==> config.mk <==
export PLATFORM = sky130hd
export DESIGN_NAME = serial_adder_ctrl
export DESIGN_NICKNAME = d
export VERILOG_FILES = /design/src/rtl/serial_adder_pkg.sv /design/src/rtl/half_adder.sv /design/src/rtl/serial_adder_ctrl.sv
export SDC_FILE = /design/constraint.sdc
export NUM_CORES = 1
export LEC_CHECK = 0
export ABC_AREA = 1
export CAP_MARGIN = 0
export CORE_ASPECT_RATIO = 1.5
export CORE_UTILIZATION = 51
export CTS_CLUSTER_DIAMETER = 30
export DETAILED_ROUTE_END_ITERATION = 16
export PLACE_DENSITY = 0.87
export SLEW_MARGIN = 10
export SYNTH_ARGS = -nofsm -noshare
export SYNTH_HDL_FRONTEND = slang
export SYNTH_SLANG_ARGS = --single-unit
export TNS_END_PERCENT = 5
==> constraint.sdc <==
create_clock -name clk -period 1.7 [get_ports clk]
set_input_delay 0.51 -clock clk [delete_from_list [all_inputs] [get_ports clk]]
set_output_delay 0.51 -clock clk [all_outputs]
set_load 0.02 [all_outputs]
==> images/zoom.png <==
Window x 27 to 47, y 45 to 65 um. Cells in grey, sequential cells in the stronger grey; small squares are vias.
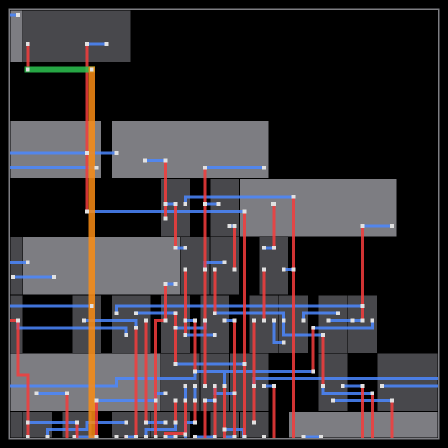
met1: in blue. met2: in red. met3: in green. met4: in orange.
Most frequent: nor2_1 (7), dfxtp_1 (5), nand2_1 (4). 24 logic cells have their middle in the window. Sequential cells in the window: 5.

==> images/metal_stack.png <==
Scale: 8 px per um. Only two layers are drawn.
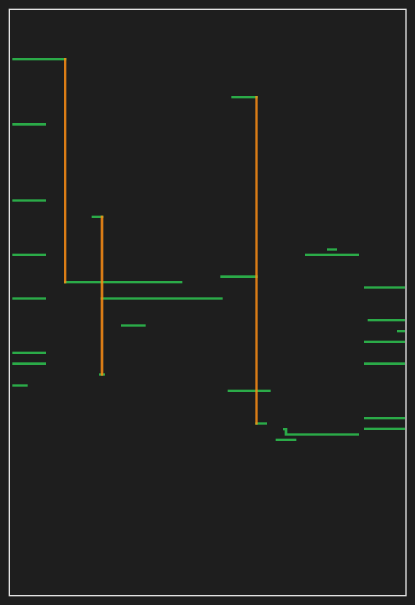
met3: in green, wire length 127 um. met4: in orange, wire length 88.4 um.
drt wl/cell: 11.4 um
total number of vias: 1567
overall routing resource usage: 22.4%
total wire length: 3630 um

==> images/met2.png <==
Scale: 4 px per um. Cells faint in the background.
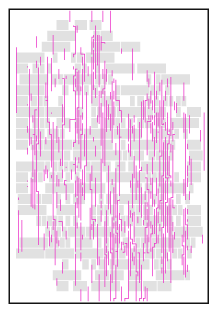
The longest straight run is 24.3 um. The wires run mostly vertical. The layer carries 1820 um of wire. 228 nets have wire on it.
GR met2 Demand/Resource: 39.7%

==> images/final_clocks.png <==
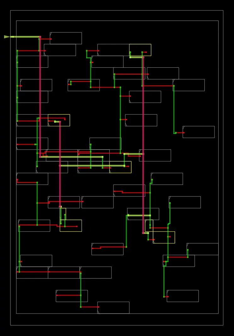
Final Skew: 5.25 ps
sequential cell count: 40
cts bufs inserted: 5

==> run summary <==
Implementation summary

The busiest layer in global routing is met2. The cell count of the worst hold path is 2. Per the layout area report, the combinational gate area comes to approximately 740 um^2.

The cell leakage power is a little over 1 nW. The fraction of final cell area spent on clock buffers and inverters in this run is 3.66%. The internal power component is between 1 and 1.5 mW. The family with the most delay on the worst path is simple AND/OR/NAND/NOR gates.

The run finished with clean final reports. The minimum hold slack is 473 ps. The most common cell in the synthesized netlist is nor2_1. The via count of the first global-routing pass was 1447. The share of cell area taken by multi-input logic gates is a little over a third. The type recorded for the worst min-delay path is flip-flop to flip-flop. TritonCTS built the clock tree. Using the TritonRoute via totals, the vias-per-cell ratio works out to 4.91.

The number of setup buffers added after CTS is 0. The count of plain and timing-repair buffers in the layout is 38. Note, the detailed placer reported a final HPWL of about 2500 um. The area of all placed cells without fillers is approximately 2100 um^2.

Routed signal wires occupy layers up through met4. The slowest cell on the critical path is nor2_1. The met3 track utilization from global routing is ~3.8%. The post-synth tally of flip-flops with integrated enable is 0. The critical path start-end classification is flip-flop to flip-flop. The most frequent logic cell in the layout is nor2_1.

At the pin with the least slew margin, the transition time is roughly 830 ps. By area the synthesized netlist is led by dfxtp_1 (47%), nor2_1 (11%), nand2_1 (11%), nand3_1 (11%), inv_1 (5.9%). The filler cell count is just under 300. Across all checked pins, the minimum headroom to the slew limit is between 40 and 50%. The post-synthesis share of cell area spent on and-or and or-and gates is 6.11%. Cells fill 66.5% of the core in the end. For reference, the critical path cell chain is nor2_1 -> nand3_1 -> nand3_1 -> nand2_1 -> inv_1.

The H-tree generated during clock tree synthesis spans 2 levels. The count of distinct cell types in the synthesized netlist is 17. The wire length on met3 is around 130 um.

Per the layout report, the design carries 28 non-clock inverters. The clock slew seen by the registers of the worst setup and hold paths is 80 ps. The share of flip-flops with an asynchronous set or reset after synthesis is 0%. The number of rows in the core area is 25. The cell type with the largest total area is dfxtp_1. The share of the cycle needed by the critical path after routing is 88.0%. The detailed router reports a met2 wire length of roughly 1800 um. The clock network burns ~33% of the power.
Power figures rest on the tool's default switching activity, not on a simulated workload.
